==> config.mk <==
export PLATFORM = sky130hd
export DESIGN_NAME = prog_seq
export DESIGN_NICKNAME = d
export VERILOG_FILES = /design/src/rtl/prog_seq_pkg.sv /design/src/rtl/ret_stack.sv /design/src/rtl/prog_seq.sv
export SDC_FILE = /design/constraint.sdc
export NUM_CORES = 1
export LEC_CHECK = 0
export ABC_AREA = 1
export CORE_ASPECT_RATIO = 1.5
export CORE_MARGIN = 5
export CORE_UTILIZATION = 40
export CTS_BUF_LIST = sky130_fd_sc_hd__clkbuf_4 sky130_fd_sc_hd__clkbuf_8 sky130_fd_sc_hd__clkbuf_16
export DETAILED_ROUTE_END_ITERATION = 8
export HOLD_SLACK_MARGIN = 0.08
export PLACE_DENSITY = 0.81
export SLEW_MARGIN = 15
export SYNTH_ARGS = -nofsm -noshare
export SYNTH_HDL_FRONTEND = slang
export SYNTH_SLANG_ARGS = --single-unit
==> constraint.sdc <==
create_clock -name clk -period 1.7 [get_ports clk]
set_clock_uncertainty 0.2 [all_clocks]
set_input_delay 0.34 -clock clk [delete_from_list [all_inputs] [get_ports clk]]
set_output_delay 0.34 -clock clk [all_outputs]
set_load 0.02 [all_outputs]
==> src/rtl/prog_seq_pkg.sv <==
// Shared types and helpers for the program sequencer.
// Optional feature macro: PROG_SEQ_CALL_STACK_EN (hardware return stack).
package prog_seq_pkg;

    typedef enum logic [1:0] {
        IDLE = 2'd0,
        RUN  = 2'd1,
        HALT = 2'd2
    } ps_state_t;

    // Source of the next program counter value
    typedef enum logic [2:0] {
        SEL_HOLD   = 3'd0,
        SEL_START  = 3'd1,
        SEL_INC    = 3'd2,
        SEL_TARGET = 3'd3,
        SEL_POP    = 3'd4
    } pc_sel_t;

    // Ceiling log2, valid for value >= 1
    function automatic int clog2(input int value);
        int r;
        r = 0;
        for (int v = value - 1; v > 0; v = v >> 1) begin
            r = r + 1;
        end
        return r;
    endfunction

    // Stack pointer must count 0..depth inclusive, hence one extra bit
    function automatic int sp_width(input int depth);
        return clog2(depth) + 1;
    endfunction

endpackage

==> src/rtl/ret_stack.sv <==
// LIFO return-address stack used by prog_seq when PROG_SEQ_CALL_STACK_EN is defined.
// Top-of-stack read is combinational so a return takes effect on the next edge.
module ret_stack
    import prog_seq_pkg::*;
#(
    parameter int D     = 10,
    parameter int DEPTH = 4
) (
    input  logic         clk,
    input  logic         reset,
    input  logic         clr,
    input  logic         push,
    input  logic         pop,
    input  logic [D-1:0] push_data,
    output logic [D-1:0] pop_data,
    output logic         full,
    output logic         empty
);
    localparam int AW  = clog2(DEPTH);
    localparam int SPW = sp_width(DEPTH);

    logic [D-1:0]   mem_q [DEPTH];
    logic [SPW-1:0] sp_q;
    logic [SPW-1:0] sp_d;
    logic [AW-1:0]  wr_idx;
    logic [AW-1:0]  rd_idx;

    assign full     = (sp_q == SPW'(DEPTH));
    assign empty    = (sp_q == '0);
    assign wr_idx   = sp_q[AW-1:0];
    assign rd_idx   = wr_idx - AW'(1);
    assign pop_data = mem_q[rd_idx];

    // Pointer update; clear wins, push and pop are never requested together
    always_comb begin
        sp_d = sp_q;
        if (clr) begin
            sp_d = '0;
        end else if (push && !full) begin
            sp_d = sp_q + SPW'(1);
        end else if (pop && !empty) begin
            sp_d = sp_q - SPW'(1);
        end
    end

    // Stack pointer register
    always_ff @(posedge clk or posedge reset) begin
        if (reset) begin
            sp_q <= '0;
        end else begin
            sp_q <= sp_d;
        end
    end

    // Entry storage; contents are don't-care while the pointer says empty
    always_ff @(posedge clk) begin
        if (push && !full && !clr) begin
            mem_q[wr_idx] <= push_data;
        end
    end

endmodule

==> src/rtl/prog_seq.sv <==
// Program sequencer with start/done handshake, stall, halt address and
// optional call/return stack (macro PROG_SEQ_CALL_STACK_EN).
module prog_seq
    import prog_seq_pkg::*;
#(
    parameter int D           = 10,
    parameter int START_ADDR  = 0,
    parameter int DONE_ADDR   = 593,
    parameter int STACK_DEPTH = 4
) (
    input  logic         clk,
    input  logic         reset,
    input  logic         req,
    input  logic         stall,
    input  logic         jb_en,
    input  logic [D-1:0] target,
    input  logic         call,
    input  logic         ret,
    output logic [D-1:0] prog_ctr,
    output logic         running,
    output logic         done,
    output logic         stk_err
);
    ps_state_t    state_q, state_d;
    logic [D-1:0] pc_q, pc_d;
    logic [D-1:0] pc_inc;
    pc_sel_t      pc_sel;

    assign pc_inc   = pc_q + D'(1);
    assign prog_ctr = pc_q;
    assign running  = (state_q == RUN);
    assign done     = (state_q == HALT);

`ifdef PROG_SEQ_CALL_STACK_EN
    logic         err_q, err_d;
    logic         stk_push, stk_pop, stk_clr;
    logic         stk_full, stk_empty;
    logic [D-1:0] stk_top;

    assign stk_err = err_q;

    ret_stack #(
        .D     (D),
        .DEPTH (STACK_DEPTH)
    ) u_ret_stack (
        .clk       (clk),
        .reset     (reset),
        .clr       (stk_clr),
        .push      (stk_push),
        .pop       (stk_pop),
        .push_data (pc_inc),
        .pop_data  (stk_top),
        .full      (stk_full),
        .empty     (stk_empty)
    );
`else
    logic unused_ret;
    assign unused_ret = ret;
    assign stk_err    = 1'b0;
`endif

    // Next state, next-PC select and stack controls
    always_comb begin
        state_d = state_q;
        pc_sel  = SEL_HOLD;
`ifdef PROG_SEQ_CALL_STACK_EN
        err_d    = err_q;
        stk_push = 1'b0;
        stk_pop  = 1'b0;
        stk_clr  = 1'b0;
`endif
        case (state_q)
            IDLE, HALT: begin
                if (req) begin
                    state_d = RUN;
                    pc_sel  = SEL_START;
`ifdef PROG_SEQ_CALL_STACK_EN
                    err_d   = 1'b0;
                    stk_clr = 1'b1;
`endif
                end
            end
            RUN: begin
                // The halt-address instruction is never executed
                if (pc_q == D'(DONE_ADDR)) begin
                    state_d = HALT;
                end else if (!stall) begin
`ifdef PROG_SEQ_CALL_STACK_EN
                    if (ret) begin
                        if (stk_empty) begin
                            pc_sel = SEL_INC;
                            err_d  = 1'b1;
                        end else begin
                            pc_sel  = SEL_POP;
                            stk_pop = 1'b1;
                        end
                    end else if (call) begin
                        pc_sel = SEL_TARGET;
                        if (stk_full) begin
                            err_d = 1'b1;
                        end else begin
                            stk_push = 1'b1;
                        end
                    end else if (jb_en) begin
                        pc_sel = SEL_TARGET;
                    end else begin
                        pc_sel = SEL_INC;
                    end
`else
                    if (call || jb_en) begin
                        pc_sel = SEL_TARGET;
                    end else begin
                        pc_sel = SEL_INC;
                    end
`endif
                end
            end
            default: begin
                state_d = IDLE;
                pc_sel  = SEL_START;
            end
        endcase
    end

    // Program counter multiplexer
    always_comb begin
        pc_d = pc_q;
        case (pc_sel)
            SEL_START:  pc_d = D'(START_ADDR);
            SEL_INC:    pc_d = pc_inc;
            SEL_TARGET: pc_d = target;
`ifdef PROG_SEQ_CALL_STACK_EN
            SEL_POP:    pc_d = stk_top;
`endif
            default:    pc_d = pc_q;
        endcase
    end

    // State, program counter and error flag registers
    always_ff @(posedge clk or posedge reset) begin
        if (reset) begin
            state_q <= IDLE;
            pc_q    <= D'(START_ADDR);
`ifdef PROG_SEQ_CALL_STACK_EN
            err_q   <= 1'b0;
`endif
        end else begin
            state_q <= state_d;
            pc_q    <= pc_d;
`ifdef PROG_SEQ_CALL_STACK_EN
            err_q   <= err_d;
`endif
        end
    end

endmodule

run_1/layer_met3.png
Scale: 6 px per um.
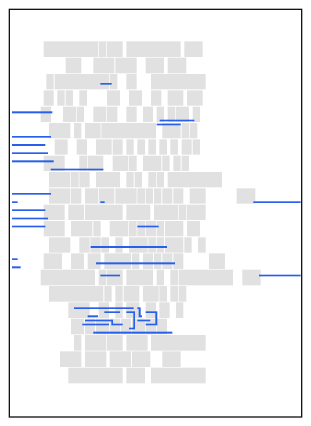
share of all routed wire: 7.5%
wire length on this layer: 171 um
main direction: horizontal

run_1/congestion.png
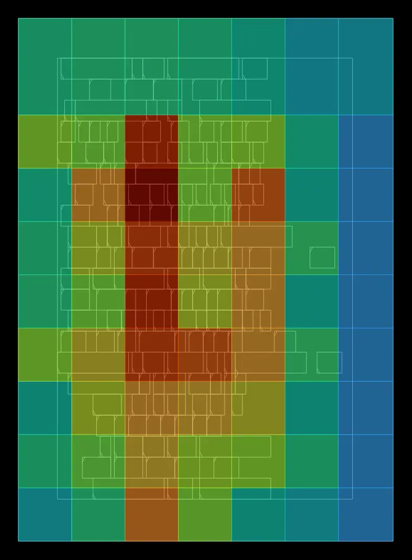
peak-usage layer in the global routing report: met2
Global Route Usage Sum: 14.3%
met3 Track Usage GR: 2.21%
fin util: 58.4%
average wire per standard cell: 12.2 um

==> tab_implementation.tex, run 1 <==
% Table of physical implementation metrics
\begin{tabular}{lr}
\hline
Metric & Value \\
\hline
\multicolumn{2}{l}{\textbf{Logic synthesis}} \\
\quad Main area contributors after synthesis & dfrtp\_1 (34\%), nand3\_1 (14\%), nand2\_1 (11\%) \\
\quad Number of cells produced by synthesis & around 130 \\
\quad Post-synthesis area per instance & 7.05 um2 \\
\quad Flops after synth & 12 \\
\quad Synthesized net count & about 150 \\
\quad Number of unique standard cell types used by synthesis & 20 \\
\quad Fraction of post-synthesis cell area in the top cell type by area & between 30\% and 40\% \\
\quad Synth Seq Share & about a third \\
\quad Cell count in the Yosys report & $\sim$130 \\
\quad Cell taking the most area after synthesis & dfrtp\_1 \\
\quad Post-synthesis instance area & slightly below 900 um2 \\
\quad Yosys warning total & 0 \\
\quad Summed standard-cell area reported by yosys & between 800 and 900 um2 \\
\multicolumn{2}{l}{\textbf{Routing}} \\
\quad Post-DRT Antenna Nets & 0 \\
\quad Via count & around 1000 \\
\quad Iter 0 DRT Violations & 45 \\
\quad Number of iterations in the first detailed-routing pass & 4 \\
\quad Remaining routing DRC violations & 0 \\
\quad Via-per-instance ratio & $\sim$5.3 \\
\quad Detailed Route WL & about 2300 um \\
\multicolumn{2}{l}{\textbf{Critical path}} \\
\quad Setup Crit Path Kind & reg2out \\
\quad WP data required & between 1 and 1.5 ns \\
\quad Category of the worst setup path launch point & flip-flop \\
\quad Critical-path maximum fanout & 4 \\
\quad Number of cells on the worst reg-to-reg path & 8 \\
\quad Type of element capturing the critical path & primary output \\
\quad Worst r2r dst & prog\_ctr[1] \\
\quad Crit path capture & prog\_ctr[1] \\
\quad Start point of the critical path & prog\_ctr[1] \\
\quad Setup slack of the most critical reg-to-reg path & 0.12 ns \\
\quad Worst r2r src & prog\_ctr[1] \\
\quad Worst endpoint data arrival time & between 1 and 1.5 ns \\
\multicolumn{2}{l}{\textbf{Power}} \\
\quad Sequential power share & between 20\% and 30\% \\
\quad Sequential logic power & approximately 460 uW \\
\quad Proportion of power drawn by combinational gates & around 59\% \\
\quad Clock group total power & around 180 uW \\
\quad Static leakage & 0.647 nW \\
\quad Power density over the cells & 1210 nW/um2 \\
\quad Cell-internal power & about 850 uW \\
\quad Part of the total power dissipated in the clock network & around an eighth \\
\quad Overall power & $\sim$1.5 mW \\
\quad Net switching component of the power & between 600 and 700 uW \\
\quad Worst ir drop on vdd & around 0.73 mV \\
\quad Net switching fraction of the power & 45.0\% \\
\quad Top pwr grp & combinational cells \\
\quad Comb pwr & 902 uW \\
\multicolumn{2}{l}{\textbf{Clocking}} \\
\quad Max Buffers Root-to-Sink & 2 \\
\quad PostCTS Resize Cnt & 14 \\
\quad Number of clock sinks seen by CTS & 12 \\
\quad Total CTS buffers & 3 \\
\quad H-tree levels & 1 \\
\quad Number of hold-repair buffers added at the cts stage & 0 \\
\quad Clock-pin slew of the registers on the worst-case setup and hold paths & 0.07 ns \\
\quad Clock network latency to the later pin of the worst-skew pair & roughly 0.28 ns \\
\quad CTS tree & built \\
\quad Number of post-CTS setup repair buffers & 0 \\
\quad CTS root buf & clkbuf\_4 \\
\multicolumn{2}{l}{\textbf{STA}} \\
\quad RSZ-0062 raised after global routing & true \\
\quad Count of final hold-check violations & 0 \\
\quad Hold slack & between 0.15 and 0.2 ns \\
\quad Pins Over Slew Limit & 0 \\
\quad Final setup slack of the worst path & around 0.038 ns \\
\quad Period utilization & between 90\% and 100\% \\
\quad Maximum operating frequency & roughly 600 MHz \\
\quad Min Tclk post-route & 1.66 ns \\
\quad \# setup viols final & 0 \\
\multicolumn{2}{l}{\textbf{Global routing}} \\
\quad Number of global-route vias before repair & around 910 \\
\quad Global route overflow & 0 \\
\quad Maximum number of pins on one net before global-route repair & 13 \\
\quad First-pass GRT wire length & 3760 um \\
\quad Initial antenna violation count & 0 \\
\multicolumn{2}{l}{\textbf{Final layout}} \\
\quad Largest cell class by area & logic gates \\
\quad Number of buffers outside the clock class in the layout & approximately 41 \\
\quad Number of multi-input combinational cells & 88 \\
\quad Ant. Diodes & 0 \\
\quad \# clk buffers & 3 \\
\quad Non-clock inverters & 21 \\
\quad Most instantiated logic cell after routing & nand2\_1 \\
\quad Area Overhead vs Synth & 43.4\% \\
\quad Fraction of layout cells with a size suffix above 1 & 15.2\% \\
\quad Total area of multi-input combinational cells & roughly 490 um2 \\
\quad Logic share of the area & around two fifths \\
\quad Fraction of area in clock buffers and inverters & under 10\% \\
\quad Most frequent logic cells in the routed design & nand2\_1 (26), nand3\_1 (24), inv\_1 (20) \\
\quad Final net count & about 190 \\
\quad Reg area & about 300 um2 \\
\quad Flop share of the area & 23.6\% \\
\quad Sequential cell count & 12 \\
\quad Count of filler cells inserted in the layout & about 220 \\
\quad Layout non-clock buf frac & between 20\% and 30\% \\
\multicolumn{2}{l}{\textbf{Run}} \\
\quad MaxCap Viol Count & 0 \\
\quad Count of warning messages emitted by the tools & 29 \\
\multicolumn{2}{l}{\textbf{Floorplan}} \\
\quad Die Span X & between 40 and 50 um \\
\quad Die area & about 3300 um2 \\
\quad Floorplan Core Area & 2180 um2 \\
\quad Count of pins on the block boundary & 30 \\
\quad Count of inserted tapcells & 23 \\
\quad Fp util & roughly two fifths \\
\quad Site row count & 21 \\
\quad Vertical die dimension & $\sim$68 um \\
\multicolumn{2}{l}{\textbf{Placed design}} \\
\quad Post-Place Setup Slack & -0.162 ns \\
\quad Post-DP HPWL & 1770 um \\
\quad IO Port Bufs & 27 \\
\quad Final RePlAce weighted congestion & between 0.8 and 0.9 \\
\multicolumn{2}{l}{\textbf{Outcome}} \\
\quad Result of the run & completed \\
\multicolumn{2}{l}{\textbf{Min path}} \\
\quad Type of the worst min-delay path & in2async \\
\hline
\end{tabular}
run_1/layer_met1.png
Scale: 8 px per um. Supply wires on this layer in grey.
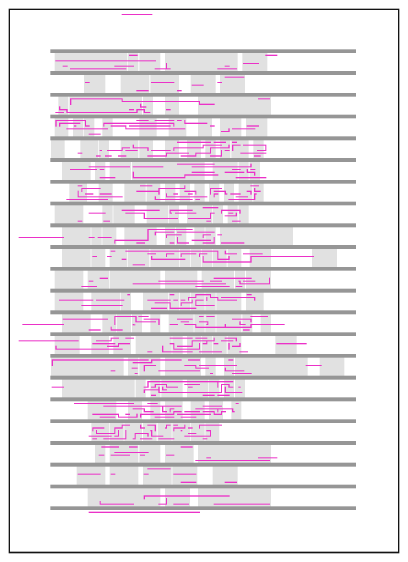
nets with wire on the layer: 158
wire length on this layer: 854 um
longest straight run: 13.8 um
share of all routed wire: 37%

==> run 1: flip-flops by register name (all words and copies together), names as in the netlist <==
name	flops
prog_ctr	10
state_q	2
==> run 1: routing by layer <==
metal	share of wire, %	wire length (um)	GRT usage (%)	vias to the layer above
met5	0	0	0	-
met3	7.4	171	2.21	5
met4	1.8	41	7.07	0
met2	54	1230	27.9	48
li1	-	-	-	489
met1	37	854	14.6	458
==> run 1: cells by family (layout without fill, tap and decap cells) <==
| kind of cell | Yosys count | count (layout) | share of synthesized area [%] |
|---|---|---|---|
| other | 1 | 1 | 0.422 |
| adder cells (fa/ha/maj) | 2 | 2 | 2.82 |
| XOR/XNOR | 7 | 7 | 6.90 |
| buffers and inverters | 27 | 65 | 13.9 |
| AND-OR/OR-AND | 3 | 3 | 1.83 |
| flip-flops | 12 | 12 | 33.8 |
| AND/OR/NAND/NOR | 74 | 75 | 40.3 |
==> run 1: synthesized netlist by cell type <==
cell type,count
buf_4,1
nor2_4,1
o21ai_0,1
nor2_1,9
xor2_1,6
xnor2_1,1
inv_2,1
dfrtp_1,12
conb_1,1
or2_1,1
buf_2,3
inv_1,20
nand2_1,26
a21oi_1,1
ha_1,2
nand3_2,2
nand3_1,24
buf_6,2
o22ai_1,1
nand4_1,11
==> run 1: stage by stage <==
stage          util (%)  std cells  instance area [um2]  TNS, ns
2_1_floorplan         -        126                  888        0
3_3_place_gp       56.5        182                 1230    -1.41
3_5_place_dp       56.5        182                 1230    -1.55
4_1_cts            57.0        185                 1240        0
5_1_grt            58.4        188                 1270  -0.0616
6_report           58.4        188                 1270        0
==> run 1: critical path, stage by stage, from the launching register on <==
cell,delay [ns]
dfrtp_1,0.42
buf_4,0.15
clkdlybuf4s15_1,0.27
==> run 1 -> run 2 <==
--- a/config.mk
+++ b/config.mk
@@ -7,7 +7,7 @@
 export LEC_CHECK = 0
 export ABC_AREA = 1
 export CORE_ASPECT_RATIO = 1.5
-export CORE_MARGIN = 5
+export CORE_MARGIN = 1.5
 export CORE_UTILIZATION = 40
 export CTS_BUF_LIST = sky130_fd_sc_hd__clkbuf_4 sky130_fd_sc_hd__clkbuf_8 sky130_fd_sc_hd__clkbuf_16
 export DETAILED_ROUTE_END_ITERATION = 8
run_2/flops_by_reg.png
Scale: 8 px per um. Other cells in grey.
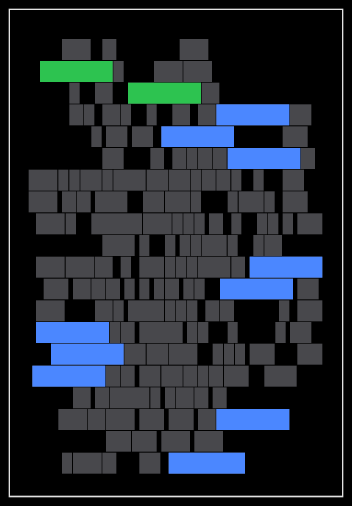
legend:
  `state_q`:
    colour: green
    flops: 2
  `prog_ctr`:
    colour: blue
    flops: 10

run_2/layer_met3.png
Scale: 6 px per um.
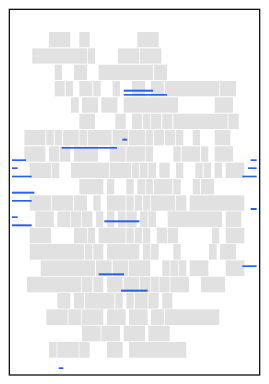
met3 Track Usage GR: 0.893%
via count: 978
Detailed Route WL: 2290 um

==> run 2 against run 1 <==
First-iteration DRC count fell by 58%. Clock power rose by 29%. Count of clock-buffer cells in the layout up 1. Global-route usage up 5.5 points. Wire length hardly changed. Die size shrank 23%. Sequential share of layout area shrank 0.40 points. Critical path depth up 7. Combinational power up 2%. Hold slack better by 0.0016 ns. Sequential cell count is the same. Register-to-register slack got worse by 0.03 ns. Critical endpoint is now prog_ctr[1]. Largest cell class unchanged. Highest routed layer unchanged.
==> tab_implementation.tex, run 2 <==
% Table of physical implementation metrics
\begin{tabular}{lr}
\hline
Metric & Value \\
\hline
\multicolumn{2}{l}{\textbf{Critical path}} \\
\quad Most frequent CP cell & nand3\_1 \\
\quad Setup Crit Path Kind & reg2reg \\
\quad Cell family with most CP delay & simple AND/OR/NAND/NOR gates \\
\quad WP data required & around 1.7 ns \\
\quad Critical-path maximum fanout & 10 \\
\quad Worst r2r src & prog\_ctr[1] \\
\quad Buffering stage count on the worst path with inverters included & 2 \\
\quad Crit path max-delay cell type & dfrtp\_1 \\
\quad Highest cell delay on the worst timing path & around 0.43 ns \\
\multicolumn{2}{l}{\textbf{Floorplan}} \\
\quad Vertical die dimension & roughly 61 um \\
\quad Floorplan Core Area & 2050 um2 \\
\quad Site row count & 20 \\
\quad Die Span X & about 41 um \\
\quad Count of pins on the block boundary & 30 \\
\quad Die area & 2520 um2 \\
\multicolumn{2}{l}{\textbf{Logic synthesis}} \\
\quad Summed standard-cell area reported by yosys & 888 um2 \\
\quad Dominant register cell in the synthesized netlist & dfrtp\_1 \\
\quad Post-synthesis instance area & around 890 um2 \\
\quad Cell taking the most area after synthesis & dfrtp\_1 \\
\quad Most instantiated cells after synthesis & nand2\_1 (26), nand3\_1 (24), inv\_1 (20), dfrtp\_1 (12), nand4\_1 (11) \\
\quad Flops after synth & 12 \\
\quad Post-synthesis area per instance & around 7 um2 \\
\quad Number of cells produced by synthesis & approximately 130 \\
\quad Main area contributors after synthesis & dfrtp\_1 (34\%), nand3\_1 (14\%), nand2\_1 (11\%) \\
\quad Fraction of post-synthesis cell area in the top cell type by area & around 34\% \\
\quad Yosys warning total & 0 \\
\quad Number of enable-type register cells in the synthesized netlist & 0 \\
\multicolumn{2}{l}{\textbf{Power}} \\
\quad Proportion of power drawn by combinational gates & between 50\% and 60\% \\
\quad Net switching component of the power & 716 uW \\
\quad Sequential logic power & $\sim$460 uW \\
\quad Overall power & around 1.6 mW \\
\quad Top pwr grp & combinational cells \\
\quad Sequential power share & approximately 29\% \\
\quad Power density over the cells & 1240 nW/um2 \\
\quad Net switching fraction of the power & between 40\% and 50\% \\
\quad Cell-internal power & 900 uW \\
\quad Worst ir drop on vdd & around 0.86 mV \\
\multicolumn{2}{l}{\textbf{Final layout}} \\
\quad Most frequent logic cells in the routed design & nand2\_1 (26), nand3\_1 (23), inv\_1 (20) \\
\quad Ant. Diodes & 0 \\
\quad Area Overhead vs Synth & 46.5\% \\
\quad Final net count & about 190 \\
\quad Count of filler cells inserted in the layout & $\sim$190 \\
\quad Non-filler instance count after layout & $\sim$190 \\
\quad Fin util & 63.4\% \\
\quad Largest register FFs & 10 \\
\multicolumn{2}{l}{\textbf{STA}} \\
\quad Maximum operating frequency & $\sim$620 MHz \\
\quad Final setup slack of the worst path & $\sim$0.086 ns \\
\quad Period utilization & a little over nine tenths \\
\quad \# setup viols final & 0 \\
\quad TNS Setup & 0 ns \\
\quad Hold slack & 0.172 ns \\
\quad Pins Over Slew Limit & 0 \\
\quad Min Tclk post-route & $\sim$1.6 ns \\
\multicolumn{2}{l}{\textbf{Placed design}} \\
\quad Placed Cells incl. Taps & approximately 180 \\
\quad Placed standard-cell area & approximately 1200 um2 \\
\quad Post-DP HPWL & between 1500 and 2000 um \\
\quad Final RePlAce weighted congestion & approximately 0.85 \\
\quad Post-Place Setup Slack & -0.164 ns \\
\multicolumn{2}{l}{\textbf{Clocking}} \\
\quad Clock network latency to the later pin of the worst-skew pair & approximately 0.28 ns \\
\quad H-tree levels & 1 \\
\quad CTS root buf & clkbuf\_4 \\
\quad Number of hold-repair buffers added at the cts stage & 0 \\
\quad Clock-pin slew of the registers on the worst-case setup and hold paths & approximately 0.08 ns \\
\quad Number of clock sinks seen by CTS & 12 \\
\quad Total CTS buffers & 3 \\
\multicolumn{2}{l}{\textbf{Global routing}} \\
\quad Peak-usage layer in the global routing report & met2 \\
\quad Global-route met2 utilization & between 30\% and 40\% \\
\quad Global Route Usage Sum & 19.8\% \\
\quad Number of global-route vias before repair & $\sim$860 \\
\quad Global route overflow & 0 \\
\quad Global routing met1 resource utilization & 24.5\% \\
\quad First-pass GRT wire length & $\sim$3800 um \\
\multicolumn{2}{l}{\textbf{Min path}} \\
\quad Type of the worst min-delay path & in2async \\
\multicolumn{2}{l}{\textbf{Outcome}} \\
\quad Result of the run & completed \\
\multicolumn{2}{l}{\textbf{Run}} \\
\quad MaxCap Viol Count & 0 \\
\quad Count of warning messages emitted by the tools & 28 \\
\multicolumn{2}{l}{\textbf{Routing}} \\
\quad Via-per-instance ratio & about 5.2 \\
\hline
\end{tabular}
-- run 2: metal layers --
metal / vias up / routed length (um)
met3: 4 / 57
met1: 460 / 963
li1: 489 / -
met5: - / 0
met4: 0 / 59
met2: 25 / 1210
-- run 2: worst register-to-register path, cell delays in order, from the launching register on --
cell and delay, ns:
dfrtp_1 0.43, inv_1 0.07, ha_1 0.14, nand2_1 0.05, nor2_1 0.11, nand3_2 0.11, nand3_4 0.11, buf_6 0.15
nand3_1 0.08, nand3_1 0.09
-- run 2: layout make-up --
| type | instances | area, um2 | share of cell area [%] |
|---|---|---|---|
| multi-input cells | 88 | 498 | 38.3 |
| repair buffers | 41 | 359 | 27.6 |
| flip-flops and latches | 12 | 302 | 23.2 |
| inverters | 21 | 78.8 | 6.06 |
| clock buffers | 4 | 36.3 | 2.79 |
| well taps | 22 | 27.5 | 2.12 |
-- run 2: worst paths after layout --
kind	cells after the start	endpoint	slack [ns]
hold / removal	2	prog_ctr[4]	0.17
max in group asynchronous	2	prog_ctr[0]	0.78
min in group clk	1	state_q[0]	0.31
setup reg to reg	9	prog_ctr[1]	0.09
setup / recovery	9	prog_ctr[1]	0.09
hold reg to reg	1	state_q[0]	0.31
-- run 2: cell families (layout without fill, tap and decap cells) --
kind of cell             count (synthesis)  in the layout  share of synthesized area [%]
flip-flops                              12             12                           33.8
AND-OR/OR-AND                            3              3                           1.83
XOR/XNOR                                 7              7                           6.90
other                                    1              1                          0.422
adder cells (fa/ha/maj)                  2              2                           2.82
AND/OR/NAND/NOR                         74             75                           40.3
buffers and inverters                   27             66                           13.9
-- run 2: timing repair --
item,CTS,global route
gates resized,17,11
buffers inserted,0,2
endpoints found under the setup margin,14,12
gates cloned,0,1
pin swaps,0,1
==> run 2 -> run 3 <==
--- a/config.mk
+++ b/config.mk
@@ -11,7 +11,7 @@
 export CORE_UTILIZATION = 40
 export CTS_BUF_LIST = sky130_fd_sc_hd__clkbuf_4 sky130_fd_sc_hd__clkbuf_8 sky130_fd_sc_hd__clkbuf_16
 export DETAILED_ROUTE_END_ITERATION = 8
-export HOLD_SLACK_MARGIN = 0.08
+export HOLD_SLACK_MARGIN = 0.05
 export PLACE_DENSITY = 0.81
 export SLEW_MARGIN = 15
 export SYNTH_ARGS = -nofsm -noshare
==> constraint.sdc (replaced) <==
create_clock -name clk -period 1.9 [get_ports clk]
set_clock_uncertainty 0.2 [all_clocks]
set_input_delay 0.38 -clock clk [delete_from_list [all_inputs] [get_ports clk]]
set_output_delay 0.38 -clock clk [all_outputs]
set_load 0.02 [all_outputs]
run_3/layer_met1.png
Scale: 10 px per um. Supply wires on this layer in grey.
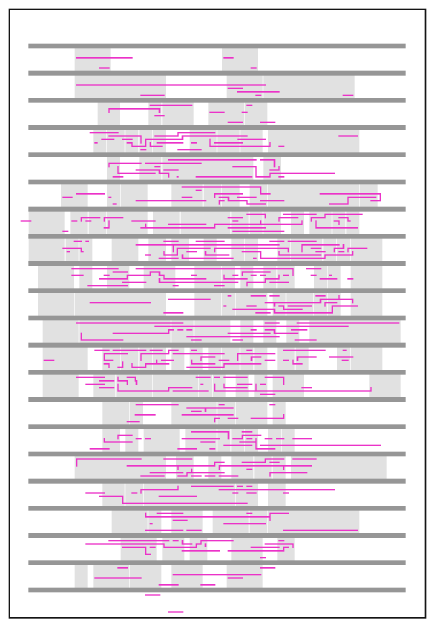
via count: 992
global routing met1 resource utilization: 22.1%
Detailed Route WL: 2400 um

run_3/congestion.png
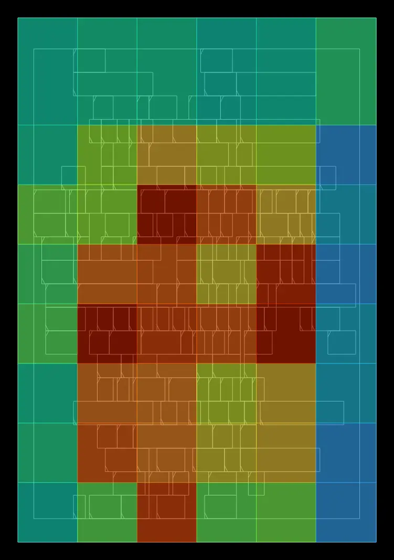
average wire per standard cell: 13.4 um
global-route met2 utilization: 38.8%
Global Route Usage Sum: 21.6%

==> run 3 against run 2 <==
Power is 17% lower. Sequential share of layout area is 1.7 points higher. Design area is 6.7% lower. Register-to-register slack better by 0.13 ns. Largest power group unchanged. Critical path depth is 5 lower. Non-clock buffer count is 8 lower. Global-route usage is 1.8 points higher. Synthesized area stayed put. Worst setup slack worse by 0.031 ns. Clock power is 8.9% lower. Core utilization is 4.3 points lower.
==> tab_implementation.tex, run 3 <==
% Table of physical implementation metrics
\begin{tabular}{lr}
\hline
Metric & Value \\
\hline
\multicolumn{2}{l}{\textbf{Logic synthesis}} \\
\quad Yosys warning total & 0 \\
\quad Synth Seq Share & between 30\% and 40\% \\
\quad Cell count in the Yosys report & between 100 and 150 \\
\quad Share of synthesized cell area in full adder, half adder and majority cells & about 2.8\% \\
\quad Main area contributors after synthesis & dfrtp\_1 (34\%), nand3\_1 (14\%), nand2\_1 (11\%) \\
\quad Mux area share & 0\% \\
\quad Flops after synth & 12 \\
\quad Fraction of post-synthesis cell area in the top cell type by area & between 30\% and 40\% \\
\quad Post-synthesis instance area & $\sim$900 um2 \\
\quad Complex-gate fraction of the synthesized area & roughly 1.8\% \\
\quad Number of cells produced by synthesis & between 100 and 150 \\
\quad Summed standard-cell area reported by yosys & about 890 um2 \\
\quad Most instantiated cells after synthesis & nand2\_1 (26), nand3\_1 (24), inv\_1 (20), dfrtp\_1 (12), nand4\_1 (11) \\
\quad Top cell type by instance count after synthesis & nand2\_1 \\
\quad Number of unique standard cell types used by synthesis & 20 \\
\quad Dominant register cell in the synthesized netlist & dfrtp\_1 \\
\quad Post-synthesis area per instance & just over 7 um2 \\
\quad Simple-gate area share of the yosys netlist & 40.3\% \\
\quad Number of enable-type register cells in the synthesized netlist & 0 \\
\quad Synthesized net count & about 150 \\
\quad Dominant non-sequential cell family after synthesis & simple AND/OR/NAND/NOR gates \\
\quad Fraction of synthesis flops using an asynchronous set or reset pin & 100\% \\
\quad XOR/XNOR Fraction of Synth Area & roughly 7\% \\
\quad Cell taking the most area after synthesis & dfrtp\_1 \\
\multicolumn{2}{l}{\textbf{Critical path}} \\
\quad Critical-path maximum fanout & 3 \\
\quad Cells along the critical path & inv\_1 -> nand2\_1 -> inv\_1 -> clkdlybuf4s15\_1 \\
\quad Highest cell delay on the worst timing path & 0.39 ns \\
\quad Number of cells on the worst reg-to-reg path & 7 \\
\quad Most frequent CP cell & inv\_1 \\
\quad Crit path max-delay cell type & dfrtp\_1 \\
\quad Setup slack of the most critical reg-to-reg path & 0.22 ns \\
\quad Setup Crit Path Kind & reg2out \\
\quad Category of the worst setup path launch point & flip-flop \\
\quad Worst r2r src & prog\_ctr[0] \\
\quad Type of element capturing the critical path & primary output \\
\quad Worst endpoint data arrival time & 1.27 ns \\
\quad Worst r2r dst & prog\_ctr[6] \\
\quad WP data required & $\sim$1.3 ns \\
\multicolumn{2}{l}{\textbf{Clocking}} \\
\quad CTS tree & built \\
\quad Number of post-CTS setup repair buffers & 0 \\
\quad Number of hold-repair buffers added at the cts stage & 0 \\
\quad Max Buffers Root-to-Sink & 2 \\
\quad H-tree levels & 1 \\
\quad Clock network latency to the later pin of the worst-skew pair & between 0.2 and 0.3 ns \\
\quad PostCTS Resize Cnt & 11 \\
\quad Clock-pin slew of the registers on the worst-case setup and hold paths & $\sim$0.080 ns \\
\quad Number of clock sinks seen by CTS & 12 \\
\quad CTS root buf & clkbuf\_4 \\
\multicolumn{2}{l}{\textbf{Power}} \\
\quad Cell-internal power & 731 uW \\
\quad Proportion of power drawn by combinational gates & about half \\
\quad Net switching fraction of the power & between 40\% and 50\% \\
\quad Net switching component of the power & 614 uW \\
\quad Sequential power share & 34.7\% \\
\quad Static leakage & $\sim$0.63 nW \\
\quad Worst ir drop on vdd & approximately 0.49 mV \\
\quad Power density over the cells & about 1100 nW/um2 \\
\quad Part of the total power dissipated in the clock network & 16.0\% \\
\multicolumn{2}{l}{\textbf{Global routing}} \\
\quad Initial antenna violation count & 0 \\
\quad Maximum number of pins on one net before global-route repair & 13 \\
\quad Number of global-route vias before repair & between 900 and 1000 \\
\quad Global route overflow & 0 \\
\quad First-pass GRT wire length & approximately 4000 um \\
\multicolumn{2}{l}{\textbf{Placed design}} \\
\quad Post-DP HPWL & 1790 um \\
\quad Final RePlAce weighted congestion & 0.872 \\
\quad Placed standard-cell area & 1190 um2 \\
\quad Post-Place Setup Slack & -0.0130 ns \\
\quad IO Port Bufs & 27 \\
\multicolumn{2}{l}{\textbf{Final layout}} \\
\quad Fin util & 59.1\% \\
\quad Largest register FFs & 10 \\
\quad Fraction of layout cells with a size suffix above 1 & 9.55\% \\
\quad Ant. Diodes & 0 \\
\quad Reg area & about 300 um2 \\
\quad Count of filler cells inserted in the layout & about 190 \\
\quad Total area of multi-input combinational cells & roughly 460 um2 \\
\quad Final net count & 177 \\
\quad Most frequent logic cells in the routed design & nand2\_1 (26), nand3\_1 (24), inv\_1 (20) \\
\quad Area Overhead vs Synth & 36.6\% \\
\quad Most instantiated logic cell after routing & nand2\_1 \\
\multicolumn{2}{l}{\textbf{Outcome}} \\
\quad Result of the run & completed \\
\multicolumn{2}{l}{\textbf{Routing}} \\
\quad Remaining routing DRC violations & 0 \\
\quad Iter 0 DRT Violations & 28 \\
\quad Via-per-instance ratio & approximately 5.5 \\
\quad Number of iterations in the first detailed-routing pass & 4 \\
\quad Post-DRT Antenna Nets & 0 \\
\multicolumn{2}{l}{\textbf{Floorplan}} \\
\quad Count of pins on the block boundary & 30 \\
\quad Fp util & a little over two fifths \\
\quad Die area & roughly 2500 um2 \\
\quad Floorplan Core Area & just over 2000 um2 \\
\quad Die Span X & between 40 and 50 um \\
\quad Site row count & 20 \\
\quad Vertical die dimension & between 60 and 70 um \\
\multicolumn{2}{l}{\textbf{STA}} \\
\quad Maximum operating frequency & 542 MHz \\
\quad Min Tclk post-route & 1.85 ns \\
\quad TNS Setup & 0 ns \\
\quad Pins Over Slew Limit & 0 \\
\quad Final setup slack of the worst path & approximately 0.055 ns \\
\quad RSZ-0062 raised after global routing & false \\
\quad Period utilization & just under 100\% \\
\quad Count of final hold-check violations & 0 \\
\quad Hold slack & 0.208 ns \\
\quad \# setup viols final & 0 \\
\multicolumn{2}{l}{\textbf{Run}} \\
\quad Count of warning messages emitted by the tools & 28 \\
\quad MaxCap Viol Count & 0 \\
\multicolumn{2}{l}{\textbf{Min path}} \\
\quad Type of the worst min-delay path & in2async \\
\hline
\end{tabular}
[run 3: worst max-delay path by stage]
stage                      from     endpoint  slack [ns]
finish               state_q[1]      running        0.05
CTS                  state_q[1]      running        0.03
detailed placement          req  prog_ctr[2]       -0.01
floorplan           prog_ctr[0]  prog_ctr[6]        0.25
global placement            req  prog_ctr[6]        0.01
global route         state_q[1]      running       0.006
[run 3: routing by layer]
metal	GRT usage, %	wire length (um)
met1	22.1	923
met3	2.38	126
met5	0	0
met2	38.8	1260
met4	19.4	84
[run 3: area by class of cell]
cell class / count / share of cell area, %
clock buffers: 4 / 2.99
inverters: 21 / 6.49
multi-input cells: 87 / 38.2
flip-flops and latches: 12 / 24.8
well taps: 22 / 2.27
repair buffers: 33 / 25.2
[run 3: per-stage QoR]
stage,power [mW],cells
6_report,1.35,179
5_1_grt,1.45,179
4_1_cts,1.35,179
3_5_place_dp,1.18,175
3_3_place_gp,1.16,175
2_1_floorplan,0.889,126
[run 3: kinds of logic after synthesis]
logic type / after synthesis
AND/OR/NAND/NOR: 74
buffers and inverters: 27
flip-flops: 12
XOR/XNOR: 7
AND-OR/OR-AND: 3
adder cells (fa/ha/maj): 2
other: 1
[run 3: worst max-delay path, delay by kind of cell (launching register included)]
family / cells / cell delay, ns
DFF: 1 / 0.39
buffers and inverters: 3 / 0.51
and+or+nand+nor: 1 / 0.08
[run 3: power by group through the flow]
stage / Sequential (mW) / Clock (mW) / Combinational [mW]
floorplan: 0.529 / 0 / 0.361
global placement: 0.464 / 0 / 0.695
detailed placement: 0.471 / 0 / 0.714
CTS: 0.464 / 0.216 / 0.665
global route: 0.486 / 0.231 / 0.732
finish: 0.466 / 0.216 / 0.664
Power figures rest on the tool's default switching activity, not on a simulated workload.
